==> src/rtl/rpn_calculator_if.sv <==
// -----------------------------------------------------------------------------
// rpn_calculator_if
// Key-entry handshake between a key source and the RPN calculator core.
//   key_valid : source presents a key code this cycle
//   key_ready : core can accept a key this cycle
//   key_code  : 0-9 digit, 10 ENTER, 11 ADD, 12 SUB, 13 MUL, 14 NEG,
//               15 DROP, 16 SWAP, 17 CLEAR, 18-31 no effect
// A key transfers on a rising clock edge where key_valid && key_ready.
// -----------------------------------------------------------------------------
interface rpn_calculator_if;
    logic       key_valid;
    logic       key_ready;
    logic [4:0] key_code;

    modport master (
        output key_valid,
        output key_code,
        input  key_ready
    );

    modport slave (
        input  key_valid,
        input  key_code,
        output key_ready
    );
endinterface

==> src/rtl/rpn_calculator.sv <==
// -----------------------------------------------------------------------------
// rpn_calculator
// Stack-based (RPN) calculator core. Keys arrive over a valid/ready handshake
// and operate on a StackDepth-entry register stack; S[0] is the top and drives
// the display path. Multiplication runs as a DataWidth-cycle shift-add.
//
// Ports:
//   clk_i          : clock, rising edge
//   rst_ni         : asynchronous active-low reset
//   key_if         : key handshake (slave side: valid, code in; ready out)
//   top_o          : registered S[0] (0 when the stack is empty)
//   depth_o        : number of valid stack entries
//   entry_active_o : multi-digit number entry in progress on S[0]
//   error_o        : sticky overflow/underflow flag, cleared by CLEAR/reset
//   busy_o         : multiply in progress (keys are not accepted)
// -----------------------------------------------------------------------------
module rpn_calculator #(
    parameter  int NumDigits  = 8,
    parameter  int DataWidth  = 32,
    parameter  int StackDepth = 4,
    localparam int DepthW     = $clog2(StackDepth + 1)
) (
    input  logic                        clk_i,
    input  logic                        rst_ni,
    rpn_calculator_if.slave             key_if,
    output logic signed [DataWidth-1:0] top_o,
    output logic        [DepthW-1:0]    depth_o,
    output logic                        entry_active_o,
    output logic                        error_o,
    output logic                        busy_o
);

    localparam int CntW    = $clog2(NumDigits + 1);
    localparam int MulCntW = (DataWidth > 1) ? $clog2(DataWidth) : 1;

    localparam logic [DepthW-1:0]  DepthFull = DepthW'(StackDepth);
    localparam logic [DepthW-1:0]  DepthOne  = DepthW'(1);
    localparam logic [DepthW-1:0]  DepthTwo  = DepthW'(2);
    localparam logic [CntW-1:0]    CntMax    = CntW'(NumDigits);
    localparam logic [CntW-1:0]    CntOne    = CntW'(1);
    localparam logic [MulCntW-1:0] MulLast   = MulCntW'(DataWidth - 1);

    localparam logic [4:0] KeyEnter = 5'd10;
    localparam logic [4:0] KeyAdd   = 5'd11;
    localparam logic [4:0] KeySub   = 5'd12;
    localparam logic [4:0] KeyMul   = 5'd13;
    localparam logic [4:0] KeyNeg   = 5'd14;
    localparam logic [4:0] KeyDrop  = 5'd15;
    localparam logic [4:0] KeySwap  = 5'd16;
    localparam logic [4:0] KeyClear = 5'd17;

    typedef enum logic {
        StIdle,
        StMul
    } state_e;

    // Decimal shift-in: v*10 + d, computed as (v<<3)+(v<<1)+d, wrapping.
    function automatic logic signed [DataWidth-1:0] append_digit(
        input logic signed [DataWidth-1:0] v,
        input logic        [3:0]           d
    );
        logic signed [DataWidth-1:0] x8;
        logic signed [DataWidth-1:0] x2;
        x8 = v <<< 3;
        x2 = v <<< 1;
        return x8 + x2 + $signed({{(DataWidth-4){1'b0}}, d});
    endfunction

    state_e state_q, state_d;

    logic signed [DataWidth-1:0] stack_q [StackDepth];
    logic signed [DataWidth-1:0] stack_d [StackDepth];
    logic        [DepthW-1:0]    depth_q, depth_d;
    logic                        entry_q, entry_d;
    logic        [CntW-1:0]      count_q, count_d;
    logic                        error_q, error_d;

    logic signed [DataWidth-1:0] mcand_q;
    logic signed [DataWidth-1:0] mplier_q;
    logic signed [DataWidth-1:0] acc_q;
    logic        [MulCntW-1:0]   mul_cnt_q;

    logic                        key_acc;
    logic                        mul_start;
    logic                        mul_last;
    logic signed [DataWidth-1:0] mul_partial;
    logic signed [DataWidth-1:0] mul_result;

    // ---------------------------------------------------------------- FSM
    always_ff @(posedge clk_i or negedge rst_ni) begin
        if (!rst_ni) begin
            state_q <= StIdle;
        end else begin
            state_q <= state_d;
        end
    end

    always_comb begin
        state_d = state_q;
        case (state_q)
            StIdle:  if (mul_start) state_d = StMul;
            StMul:   if (mul_last)  state_d = StIdle;
            default: state_d = StIdle;
        endcase
    end

    always_comb begin
        busy_o           = (state_q == StMul);
        key_if.key_ready = (state_q != StMul);
    end

    assign key_acc  = key_if.key_valid && key_if.key_ready;
    assign mul_last = (state_q == StMul) && (mul_cnt_q == MulLast);

    // ---------------------------------------------------------- multiplier
    // Low DataWidth bits of a two's-complement product equal those of the
    // unsigned product, so a plain unsigned shift-add is sufficient.
    // The last iteration's partial sum is folded into mul_result, so the
    // stack is updated on the DataWidth-th edge after acceptance.
    assign mul_partial = mplier_q[0] ? mcand_q : '0;
    assign mul_result  = acc_q + mul_partial;

    always_ff @(posedge clk_i) begin
        if (mul_start) begin
            mcand_q   <= stack_q[1];
            mplier_q  <= stack_q[0];
            acc_q     <= '0;
            mul_cnt_q <= '0;
        end else if (state_q == StMul) begin
            acc_q     <= mul_result;
            mcand_q   <= mcand_q <<< 1;
            mplier_q  <= $signed($unsigned(mplier_q) >> 1);
            mul_cnt_q <= mul_cnt_q + MulCntW'(1);
        end
    end

    // ------------------------------------------------------ stack datapath
    always_comb begin
        stack_d   = stack_q;
        depth_d   = depth_q;
        entry_d   = entry_q;
        count_d   = count_q;
        error_d   = error_q;
        mul_start = 1'b0;

        if (mul_last) begin
            // Product replaces S[1], then S[0] is popped.
            stack_d[0] = mul_result;
            for (int i = 1; i < StackDepth - 1; i++) stack_d[i] = stack_q[i+1];
            stack_d[StackDepth-1] = '0;
            depth_d = depth_q - DepthOne;
        end else if (key_acc) begin
            if (key_if.key_code <= 5'd9) begin
                if (!entry_q) begin
                    if (depth_q < DepthFull) begin
                        for (int i = StackDepth - 1; i > 0; i--) stack_d[i] = stack_q[i-1];
                        stack_d[0] = $signed({{(DataWidth-4){1'b0}}, key_if.key_code[3:0]});
                        depth_d    = depth_q + DepthOne;
                        entry_d    = 1'b1;
                        count_d    = CntOne;
                    end else begin
                        error_d = 1'b1;
                    end
                end else if (count_q < CntMax) begin
                    stack_d[0] = append_digit(stack_q[0], key_if.key_code[3:0]);
                    count_d    = count_q + CntOne;
                end
            end else if (key_if.key_code <= KeyClear) begin
                entry_d = 1'b0;
                count_d = '0;
                case (key_if.key_code)
                    KeyEnter: begin
                        // ENTER during entry only terminates the number.
                        if (!entry_q) begin
                            if (depth_q >= DepthOne && depth_q < DepthFull) begin
                                for (int i = StackDepth - 1; i > 0; i--) stack_d[i] = stack_q[i-1];
                                depth_d = depth_q + DepthOne;
                            end else begin
                                error_d = 1'b1;
                            end
                        end
                    end
                    KeyAdd, KeySub: begin
                        if (depth_q >= DepthTwo) begin
                            for (int i = 1; i < StackDepth - 1; i++) stack_d[i] = stack_q[i+1];
                            stack_d[StackDepth-1] = '0;
                            stack_d[0] = (key_if.key_code == KeyAdd) ? stack_q[1] + stack_q[0]
                                                                     : stack_q[1] - stack_q[0];
                            depth_d = depth_q - DepthOne;
                        end else begin
                            error_d = 1'b1;
                        end
                    end
                    KeyMul: begin
                        if (depth_q >= DepthTwo) mul_start = 1'b1;
                        else                     error_d   = 1'b1;
                    end
                    KeyNeg: begin
                        if (depth_q >= DepthOne) stack_d[0] = -stack_q[0];
                        else                     error_d    = 1'b1;
                    end
                    KeyDrop: begin
                        if (depth_q >= DepthOne) begin
                            for (int i = 0; i < StackDepth - 1; i++) stack_d[i] = stack_q[i+1];
                            stack_d[StackDepth-1] = '0;
                            depth_d = depth_q - DepthOne;
                        end else begin
                            error_d = 1'b1;
                        end
                    end
                    KeySwap: begin
                        if (depth_q >= DepthTwo) begin
                            stack_d[0] = stack_q[1];
                            stack_d[1] = stack_q[0];
                        end else begin
                            error_d = 1'b1;
                        end
                    end
                    KeyClear: begin
                        for (int i = 0; i < StackDepth; i++) stack_d[i] = '0;
                        depth_d = '0;
                        error_d = 1'b0;
                    end
                    default: ;
                endcase
            end
            // Codes 18-31 are accepted and have no effect at all.
        end
    end

    always_ff @(posedge clk_i or negedge rst_ni) begin
        if (!rst_ni) begin
            for (int i = 0; i < StackDepth; i++) stack_q[i] <= '0;
            depth_q <= '0;
            entry_q <= 1'b0;
            count_q <= '0;
            error_q <= 1'b0;
        end else begin
            stack_q <= stack_d;
            depth_q <= depth_d;
            entry_q <= entry_d;
            count_q <= count_d;
            error_q <= error_d;
        end
    end

    assign top_o          = stack_q[0];
    assign depth_o        = depth_q;
    assign entry_active_o = entry_q;
    assign error_o        = error_q;

endmodule

==> src/flat_wrapper.sv <==
// flat-port wrapper written by rule: the top's interface ports become plain ports
module rpn_calculator_flat 
#(
    parameter  int NumDigits  = 8,
    parameter  int DataWidth  = 32,
    parameter  int StackDepth = 4,
    localparam int DepthW     = $clog2(StackDepth + 1)
)
  (clk_i, rst_ni, top_o, depth_o, entry_active_o, error_o, busy_o, key_if_key_valid, key_if_key_code, key_if_key_ready);
  rpn_calculator_if key_if_i ();
  input  logic clk_i;
  input  logic rst_ni;
  output logic signed [DataWidth-1:0] top_o;
  output logic        [DepthW-1:0] depth_o;
  output logic entry_active_o;
  output logic error_o;
  output logic busy_o;
  input wire logic [$bits(key_if_i.key_valid)-1:0] key_if_key_valid;
  input wire logic [$bits(key_if_i.key_code)-1:0] key_if_key_code;
  output wire logic [$bits(key_if_i.key_ready)-1:0] key_if_key_ready;
  assign key_if_i.key_valid = key_if_key_valid;
  assign key_if_i.key_code = key_if_key_code;
  assign key_if_key_ready = key_if_i.key_ready;
  rpn_calculator #(.NumDigits(NumDigits), .DataWidth(DataWidth), .StackDepth(StackDepth)) u_core (.clk_i(clk_i), .rst_ni(rst_ni), .key_if(key_if_i), .top_o(top_o), .depth_o(depth_o), .entry_active_o(entry_active_o), .error_o(error_o), .busy_o(busy_o));
endmodule
==> config.mk <==
export PLATFORM = sky130hd
export DESIGN_NAME = rpn_calculator_flat
export DESIGN_NICKNAME = d
export VERILOG_FILES = /design/src/rtl/rpn_calculator_if.sv /design/src/rtl/rpn_calculator.sv /design/src/flat_wrapper.sv
export SDC_FILE = /design/constraint.sdc
export NUM_CORES = 1
export LEC_CHECK = 0
export CAP_MARGIN = 40
export CORE_ASPECT_RATIO = 1.1
export CORE_MARGIN = 2
export CORE_UTILIZATION = 62
export DETAILED_ROUTE_END_ITERATION = 7
export GPL_TIMING_DRIVEN = 0
export HOLD_SLACK_MARGIN = 0.06
export PLACE_DENSITY_LB_ADDON = 0.3
export SLEW_MARGIN = 30
export SYNTH_ARGS = -nofsm -noshare
export SYNTH_HDL_FRONTEND = slang
export SYNTH_SLANG_ARGS = --single-unit
==> constraint.sdc <==
create_clock -name clk_i -period 5.25 [get_ports clk_i]
set_clock_uncertainty 0.15 [all_clocks]
set_input_delay 0.7875 -clock clk_i [delete_from_list [all_inputs] [get_ports clk_i]]
set_output_delay 0.7875 -clock clk_i [all_outputs]
set_load 0.005 [all_outputs]
run_1/layer_met1.png
(2 px per µm) Supply wires on this layer in grey.
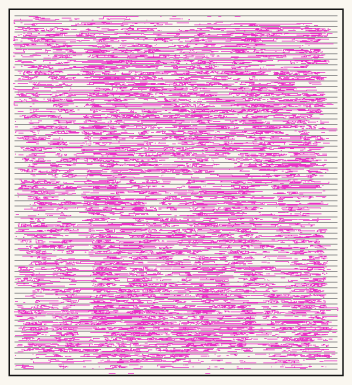
longest straight run: 50.6 µm
nets with wire on the layer: 2343
main direction: horizontal
wire length on this layer: 23.8 mm

run_1/wires.png
(2 px per µm) Only two layers are drawn.
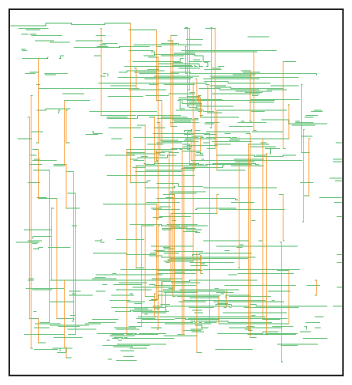
[orange] metal 4 | wire length: 3320 µm
[green] metal 3 | wire length: 6140 µm

==> summary.txt, run 1 <==
run metrics: Hold Startpoint u_core.acc_q[23], r2r setup slk 160 ps, Worst Setup Start Kind register, multi-input gate count 1757, Hold-fix buffers, CTS 1, Post-Syn Instances 2212, Core Rows 65, Hold WC Path Type register to register, switching pwr 7.41 mW, Synthesis Warnings 0, setup violators final 0, clock latency on the worst-skew pair 570 ps, r2r startpoint u_core.top_o[0], vias post-DR 17496, Clock power frac 0.131, static leakage power 8.70 nW, fp util 0.628, CTS Buffer Depth 3, Logic pwr share 0.629, reg2reg path depth 19, wire per inst 22.1 µm, fin crit period 5090 ps, Seq area share 0.306, Signal buffers 234, global route hottest layer met2, initial antenna violation count 0, # resized after CTS 3, CP required 5540 ps, Top cell area share 0.193, crit path buf inv count 3, count of library flops with an enable pin 64, Peak supply drop 431 µV, M1 WL 23800 µm, relative slew slack 0.403, Core ar. 28500 µm², die width 166 µm, top cells by count nand2_1, o21ai_0, nor2_1, dominant kind of cell combinational gates, GR Layer Usage met2 0.609, logic share of the area 0.546, detailed-placement wirelength estimate 46100 µm, commonest register cell after synthesis dfrtp_1, flip-flops 239, status finished clean, Cell Area, Synth 17900 µm², Inverters 37, Commonest Layout Cell nand2_1
run_1/detail.png
Window x 68 to 98, y 113 to 143 µm. Cells in grey, sequential cells in the stronger grey; small squares are vias.
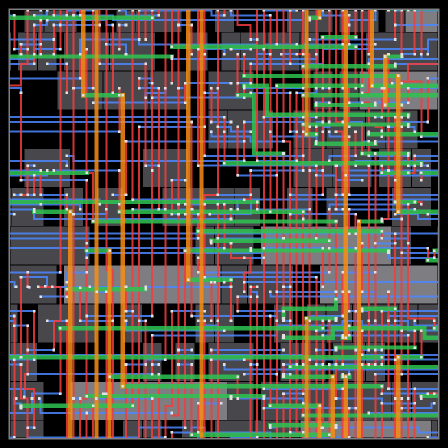
[orange] metal 4
[red] metal 2
[green] metal 3
[blue] metal 1
most frequent: nand2_1 (23)
netlist names of flops here include: `u_core.mplier_q` (2), `u_core.top_o` (2)
cells with their middle in the window: 82
sequential cells in the window: 5

## run 1: through the flow
step	setup WS, ps	TNS, ps	cell area [µm²]	total power [mW]	cells
global route	-79.2	-79.2	20000	16.1	2684
detailed placement	-669	-7140	18900	12.6	2631
global placement	-2050	-377940	18800	12.4	2625
floorplan	610	0	17900	9.85	2212
finish	160	0	20000	15.1	2684
CTS	9.39	0	19900	14.7	2680
## run 1: state kept, by name (all words and copies together) (netlist names)
signal / flops
u_core.mcand_q: 32
u_core.acc_q: 32
u_core.busy_o: 1
u_core.mul_cnt_q: 5
u_core.mplier_q: 32
u_core.top_o: 32
u_core.error_o: 1
u_core.stack_q: 96
u_core.depth_o: 3
u_core.count_q: 4
u_core.entry_active_o: 1
run_1/logic_types.png
(2 px per µm)
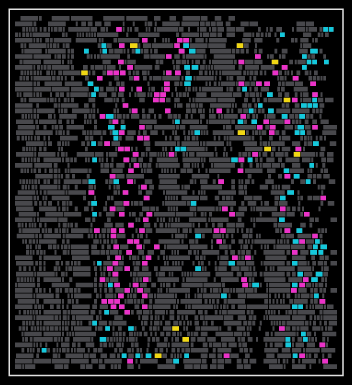

==> run 2: changes to the inputs <==
--- a/config.mk
+++ b/config.mk
@@ -13,6 +13,7 @@
 export GPL_TIMING_DRIVEN = 0
 export HOLD_SLACK_MARGIN = 0.06
 export PLACE_DENSITY_LB_ADDON = 0.3
+export SETUP_SLACK_MARGIN = 0.02
 export SLEW_MARGIN = 30
 export SYNTH_ARGS = -nofsm -noshare
 export SYNTH_HDL_FRONTEND = slang
run_2/logic_types.png
(2 px per µm)
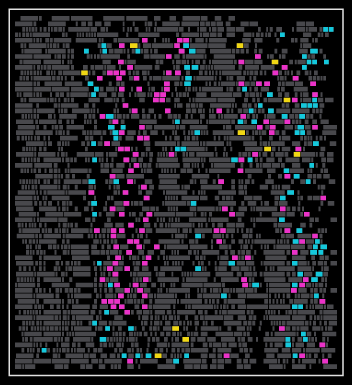
[cyan] AND-OR and OR-AND gates | cells: 102 | most used: a21o_1 | where: widely spread
[yellow] multiplexers | cells: 11 | most used: mux2i_1
[magenta] XOR/XNOR gates | cells: 138 | most used: xnor2_1

==> summary.txt, run 2 <==
run metrics: r2r setup slk 100 ps (was 160 ps), Core Rows 65 (unchanged), Commonest Layout Cell nand2_1 (unchanged), Peak supply drop 429 µV (was 431 µV), crit path buf inv count 3 (unchanged), M1 WL 24000 µm (was 23800 µm), Hold WC Path Type register to register (unchanged), static leakage power 8.68 nW (was 8.70 nW), max FFs per register 96 (unchanged), initial antenna violation count 0 (unchanged), # resized after CTS 4 (was 3), Top cell area share 0.193 (unchanged), Post-Syn Instances 2212 (unchanged), clock latency on the worst-skew pair 560 ps (was 570 ps), commonest register cell after synthesis dfrtp_1 (unchanged), Logic pwr share 0.629 (about the same), dominant kind of cell combinational gates (unchanged), setup violators final 0 (unchanged), fin crit period 5150 ps (was 5090 ps), Total Power 15.1 mW (about the same), vias post-DR 17467 (was 17496), die width 166 µm (unchanged), Cell Area, Synth 17900 µm² (unchanged), status finished clean (unchanged), fp util 0.628 (unchanged), CP required 5540 ps (about the same), Post-Layout Inst Area 20000 µm² (about the same), multi-input gate count 1757 (unchanged), GR Layer Usage met2 0.609 (unchanged), Seq area share 0.307 (was 0.306), dpl ws -669 ps (unchanged), flip-flops 239 (unchanged), Setup TNS 0 ps (unchanged), relative slew slack 0.383 (was 0.403), dpl cells 2631 (unchanged), Hold-fix buffers, CTS 1 (unchanged)
run_2/layer_met1.png
(2 px per µm) Supply wires on this layer in grey.
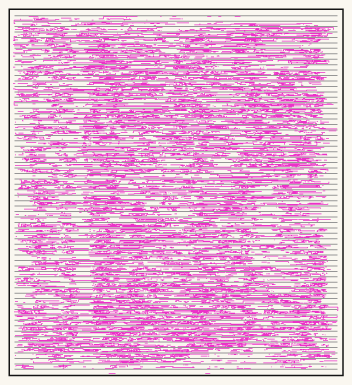
share of all routed wire: 40%
nets with wire on the layer: 2344
longest straight run: 46.0 µm

[run 2: cell types whose count changed in the layout (fill, tap and decap cells not counted), sizes merged]
| cell | previous run | this run |
|---|---|---|
| buf | 69 | 66 |
| clkbuf | 160 | 161 |
[run 2: worst max-delay path by stage]
stage / from / to / slack, ps / cells after the start
finish: u_core.top_o[1] / u_core.top_o[29] / 100 / 19
CTS: u_core.top_o[1] / u_core.top_o[29] / 60 / 19
global route: u_core.top_o[1] / u_core.top_o[29] / -80 / 19
global placement: rst_ni / u_core.top_o[30] / -2050 / 1
detailed placement: key_if_key_code[1] / u_core.top_o[20] / -670 / 19
floorplan: u_core.top_o[0] / u_core.top_o[29] / 610 / 19
[run 2: worst min-delay path, stage by stage, from the launching register on]
cell and delay, ps:
dfxtp_1 330, nand2_1 50, o21ai_0 50
Power figures rest on the tool's default switching activity, not on a simulated workload.
